`src/rtl/prog_counter_timer.sv`:
```
// Loadable up/down counter/timer with modulo limit, prescaler and
// wrap / saturate / one-shot terminal behaviours.
// Ports: clk, rst_n (async, active-low); en, load, load_val, dir, mode,
//   limit, prescale, start in; count, tc, sat, running, done out.
module prog_counter_timer #(
  parameter int WIDTH      = 8,
  parameter int PRESCALE_W = 4
) (
  input  logic                  clk,
  input  logic                  rst_n,
  input  logic                  en,
  input  logic                  load,
  input  logic [WIDTH-1:0]      load_val,
  input  logic                  dir,
  input  logic [1:0]            mode,
  input  logic [WIDTH-1:0]      limit,
  input  logic [PRESCALE_W-1:0] prescale,
  input  logic                  start,
  output logic [WIDTH-1:0]      count,
  output logic                  tc,
  output logic                  sat,
  output logic                  running,
  output logic                  done
);

  typedef enum logic [1:0] {
    IDLE,
    RUN,
    DONE
  } state_t;

  state_t                state_q;
  state_t                state_d;
  logic [PRESCALE_W-1:0] pre_q;
  logic [PRESCALE_W-1:0] pre_d;
  logic [WIDTH-1:0]      count_d;
  logic                  tc_d;
  logic                  sat_d;
  logic                  done_d;

  logic one_shot;
  logic active;
  logic arm;
  logic adv;
  logic tick;
  logic term;

  assign one_shot = (mode == 2'b10);
  assign active   = en && (!one_shot || state_q == RUN);
  assign running  = active;

  // arm can only fire outside RUN, so it never overlaps adv
  assign arm  = !load && en && one_shot && (state_q != RUN) && start;
  assign adv  = active && !load;
  assign tick = (pre_q == prescale);

  // terminal check is taken before the step, so an up-count never
  // passes limit unless limit is the all-ones value
  assign term = dir ? (count >= limit) : (count == '0);

  always_comb begin
    state_d = state_q;
    pre_d   = pre_q;
    count_d = count;
    tc_d    = 1'b0;
    sat_d   = sat;
    done_d  = done;

    unique case (1'b1)
      load: begin
        count_d = load_val;
        pre_d   = '0;
        sat_d   = 1'b0;
        done_d  = 1'b0;
      end
      arm: begin
        count_d = load_val;
        pre_d   = '0;
        done_d  = 1'b0;
        state_d = RUN;
      end
      adv: begin
        if (!tick) begin
          pre_d = pre_q + PRESCALE_W'(1);
        end else begin
          pre_d = '0;
          tc_d  = term;
          sat_d = term && (mode == 2'b01);
          if (!term) begin
            count_d = dir ? count + WIDTH'(1)
                          : count - WIDTH'(1);
          end else begin
            unique case (mode)
              2'b01: ;
              2'b10: begin
                state_d = DONE;
                done_d  = 1'b1;
              end
              default: count_d = dir ? '0 : limit;
            endcase
          end
        end
      end
      default: ;
    endcase

    // leaving one-shot mode drops the FSM back to idle
    if (!one_shot) begin
      state_d = IDLE;
      done_d  = 1'b0;
    end
  end

  always_ff @(posedge clk or negedge rst_n) begin
    if (!rst_n) begin
      state_q <= IDLE;
      pre_q   <= '0;
      count   <= '0;
      tc      <= 1'b0;
      sat     <= 1'b0;
      done    <= 1'b0;
    end else begin
      state_q <= state_d;
      pre_q   <= pre_d;
      count   <= count_d;
      tc      <= tc_d;
      sat     <= sat_d;
      done    <= done_d;
    end
  end

endmodule

```
`config.mk`:
```
export PLATFORM = sky130hd
export DESIGN_NAME = prog_counter_timer
export DESIGN_NICKNAME = d
export VERILOG_FILES = /design/src/rtl/prog_counter_timer.sv
export SDC_FILE = /design/constraint.sdc
export NUM_CORES = 1
export LEC_CHECK = 0
export ABC_CLOCK_PERIOD_IN_PS = 2550
export CORE_MARGIN = 2
export CORE_UTILIZATION = 45
export DETAILED_ROUTE_END_ITERATION = 16
export PLACE_DENSITY = 0.77
export SLEW_MARGIN = 20
export SYNTH_ARGS = -nofsm -noshare
export SYNTH_HDL_FRONTEND = slang
export SYNTH_SLANG_ARGS = --single-unit
```
`constraint.sdc`:
```
create_clock -name clk -period 2.55 [get_ports clk]
set_input_delay 0.255 -clock clk [delete_from_list [all_inputs] [get_ports clk]]
set_output_delay 0.255 -clock clk [all_outputs]
set_load 0.03 [all_outputs]
```
Fig. 1: floorplan with the power grid
Drawn at 6 px/um. Pins as bars on the die edge. Tap cells in grey.
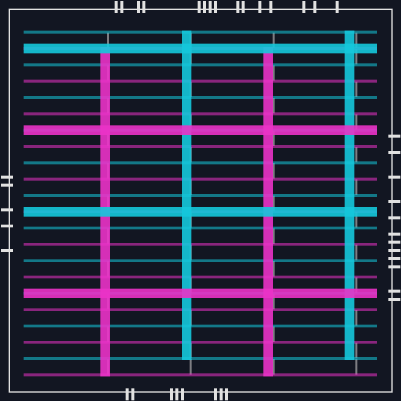
net	colour
VDD	cyan
VSS	magenta
met4 straps	4
tap cells	46
met1 rails	22
signal pins	40
overall die height: 63.54 um
floorplan core area: 3363 sq um
maximum vdd ir drop: 345.1 uV
overall die width: 63.54 um

Fig. 2: local utilization
Drawn at 6 px/um. The die is cut into 6 by 6 equal tiles; white is low, dark blue is high, 0 to 100% covered.
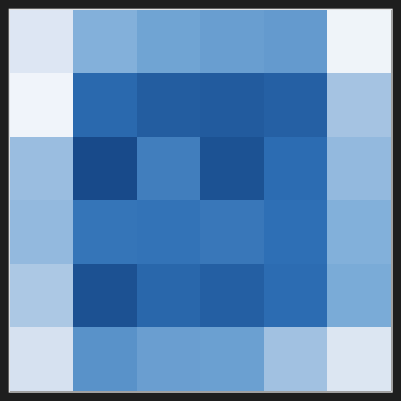
emptiest ninth of the die	upper left
tiles over 75% full	31%
mean over tiles	56%
pre-placement core utilization: 47.43%
final design utilization: 69.20%

==> impl_metrics.ini <==
; generated from flow reports
[outcome]
outcome = finished, final reports clean

[setup_path]
critPathKind = in -> reg
setup.worst_path.start_class = input port
path_cells = clkdlybuf4s50_1 -> inv_1 -> ha_1 -> a21o_2 -> a221o_1 -> a31o_1 -> a311o_4 -> a22o_1 -> a41o_1
launch_instance_of_the_worst_register_to_register_path = count[6]$_DFFE_PN0P_
timing.critical_path.arrival_ps = 2630
critPathMaxStageDelay_ps = 450
critical_path_end_type = flop
crit_path_start = limit[6]
crit_path_max_fanout = 6
slowest_stage = sky130_fd_sc_hd__clkdlybuf4s50_1

[layout]
area_growth_pct = 45.88
nNetsFinal = 306
layout_top_cell_excl_fill_tap = sky130_fd_sc_hd__clkdlybuf4s50_1
fillerInstances = 300
drive_gt1_share_pct = 18.92
layout_top_cells = sky130_fd_sc_hd__clkdlybuf4s50_1 (39), sky130_fd_sc_hd__buf_4 (35), sky130_fd_sc_hd__nor2_1 (17), sky130_fd_sc_hd__ha_1 (17)
finish.instance_area_sq_um = 2327

[sta]
hold_ws_ps = 407.7
max_slew_margin_pct = 47.59
report.final.slew_viol_count = 0
timing.final.hold_violations = 0
fin_crit_sh_pct = 95.34
final_period_minus_worst_setup_slack_ps = 2431
clock-skew-final_ps = 4.258

[cts]
post_cts_buffers = 0
numCtsBuffers = 3
tritoncts_clock_tree = yes
post_cts_hold_buffer_count = 0
cts-root-buf = sky130_fd_sc_hd__clkbuf_4
clock-sinks = 17
worst_setup_hold_path_clk_slew_ps = 100
cts.repair.resized = 0

[grt]
initial_antenna_violation_count = 0
grt_max_degree = 18
global_route.usage.total_pct = 23.77
grt_overflow = 0
first_pass_grt_wire_length_um = 7672
first_global_vias = 1687

[flow_run]
log.warning_count = 27
max_cap_viol_count = 0

[synth]
post_synth_num_cell_types = 51
synth-async-reset-ratio_pct = 100.0
synth_area_per_cell_sq_um = 8.717
synthesis.instances = 183
number_of_warning_messages_in_the_yosys_log = 0
register_share_after_synthesis_pct = 26.67
syn_area_sq_um = 1595
edf_count = 0
postSynthRegisterBits = 17
yosys-stat-area_sq_um = 1595
yosys_cells = 183

[detailed_routing]
routed-via-count = 1722
dr.pass1.iters = 4
via_per_inst = 5.646
post_detailed_route_drc_marker_count = 0
drt-initial-drc-count = 138
route.antenna.remaining_nets = 0

[power_and_ir_drop]
power_density_nw_per_um2 = 493.5
power.leakage_nw = 1.126

[die]
num_rows = 21

[placement]
gpl_congestion = 0.8739

[hold_path]
worst_hold_path_type = in -> async
Fig. 3: register map, names as in the netlist
Drawn at 8 px/um. Other sequential cells in the stronger grey, the rest of the logic in the fainter grey.
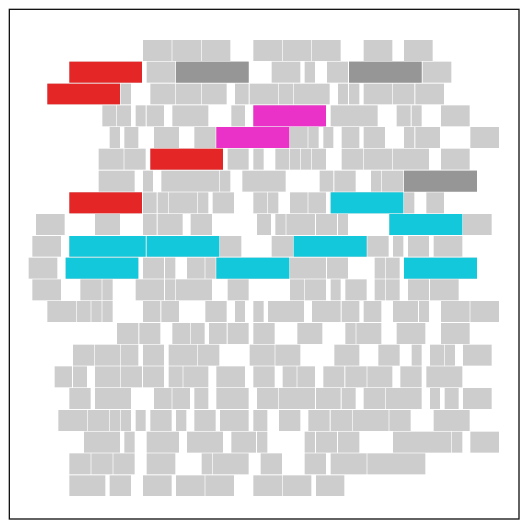
name in the netlist	colour	placed flops
`state_q`	magenta	2
`count`	cyan	8
`pre_q`	red	4
register fraction of the total cell area: 18.33%
sequential power: 322 uW
Register Area: 426.7 sq um

Fig. 4: signal wires by layer
Drawn at 8 px/um.
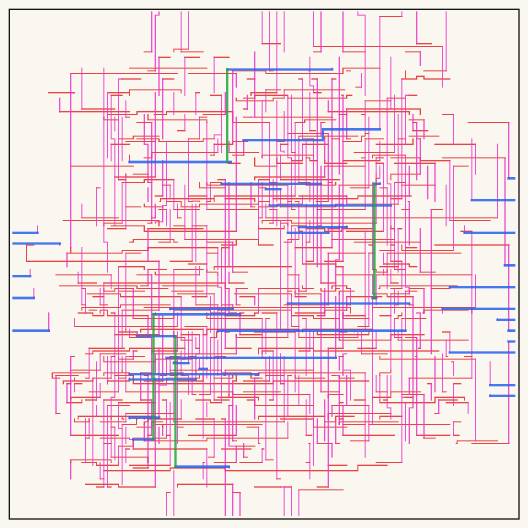
layer	colour	wire length
met1	red	2060 um
met2	magenta	2150 um
met3	blue	274 um
met4	green	57.8 um
routed wirelength normalized by instance count: 14.89 um
wirelength, routed: 4542 um

[final cells by class]
type / count / area [sq um] / area share (%)
multi-input cells: 148 / 1086 / 46.67
repair buffers: 75 / 673.1 / 28.92
flip-flops and latches: 17 / 426.7 / 18.33
well taps: 46 / 57.56 / 2.473
inverters: 15 / 56.30 / 2.419
clock buffers: 3 / 22.52 / 0.9677
clock inverters: 1 / 5.005 / 0.2151
[power by group]
part	total (mW)	switching [mW]	internal, mW
clock network	0.146	0.0875	0.0584
registers	0.322	0.0269	0.295
logic	0.680	0.339	0.342
[per-stage QoR]
stage	setup TNS [ps]	util, %	power (mW)	setup WS [ps]	instances
after global placement	-830.3	68.30	0.9856	-156.8	301
after detailed placement	-1154	68.30	0.9980	-199.5	301
final	0	69.20	1.149	118.8	305
after global routing	0	69.20	1.240	59.14	305
after floorplan	0	-	0.7011	10.22	183
after CTS	0	69.12	1.148	96.25	305
[logic make-up (layout without fill, tap and decap cells)]
logic type | after synthesis | count (layout) | share of synthesized area, %
AND-OR/OR-AND | 62 | 62 | 29.96
XOR/XNOR | 8 | 8 | 4.392
adder cells (fa/ha/maj) | 18 | 18 | 14.59
buffers and inverters | 18 | 94 | 5.412
flip-flops | 17 | 17 | 26.67
multiplexers | 3 | 3 | 1.882
AND/OR/NAND/NOR | 57 | 57 | 17.10
[routing by layer]
metal	up-vias	track usage (%)	share of wire, %
met3	8	4.107	6.0
met2	62	38.42	47
met4	0	4.891	1.3
met5	-	0	0
met1	815	33.22	45
li1	837	-	-
[worst max-delay path, delay by kind of cell]
| kind | cells | cell delay, ps |
|---|---|---|
| buf+inv | 2 | 500 |
| compound gates | 6 | 1570 |
| fa+ha+maj | 1 | 300 |
[state kept, by name, indices dropped and copies added (netlist names)]
signal and cells:
count 8, pre_q 4, state_q 2, done 1, sat 1, tc 1
[synth_stat cells (3+ instances only)]
library cell | instances | area [sq um]
sky130_fd_sc_hd__nand2_1 | 16 | 60.06
sky130_fd_sc_hd__ha_1 | 17 | 212.7
sky130_fd_sc_hd__a2111oi_0 | 3 | 26.28
sky130_fd_sc_hd__o31ai_1 | 4 | 30.03
sky130_fd_sc_hd__a21oi_1 | 6 | 30.03
sky130_fd_sc_hd__a221oi_1 | 3 | 26.28
sky130_fd_sc_hd__mux2i_1 | 3 | 30.03
sky130_fd_sc_hd__inv_1 | 15 | 56.30
sky130_fd_sc_hd__dfrtp_1 | 17 | 425.4
sky130_fd_sc_hd__a21o_1 | 4 | 30.03
sky130_fd_sc_hd__o21ai_0 | 12 | 60.06
sky130_fd_sc_hd__nor2b_1 | 5 | 31.28
sky130_fd_sc_hd__nor2_1 | 17 | 63.81
sky130_fd_sc_hd__xor2_1 | 7 | 61.31
sky130_fd_sc_hd__nor3_1 | 5 | 25.02
sky130_fd_sc_hd__nand2b_1 | 3 | 18.77
[path summary, 6_finish.rpt]
path,slack (ps),depth (start not counted),endpoint
setup reg to reg,150,7,count[7]$_DFFE_PN0P_
min in group clk,540,2,sat$_DFFE_PN0P_
max in group asynchronous,1610,1,count[6]$_DFFE_PN0P_
hold reg to reg,540,2,sat$_DFFE_PN0P_
setup / recovery,120,9,count[7]$_DFFE_PN0P_
hold / removal,410,1,done$_DFFE_PN0P_
Power and IR drop assume default switching activity.
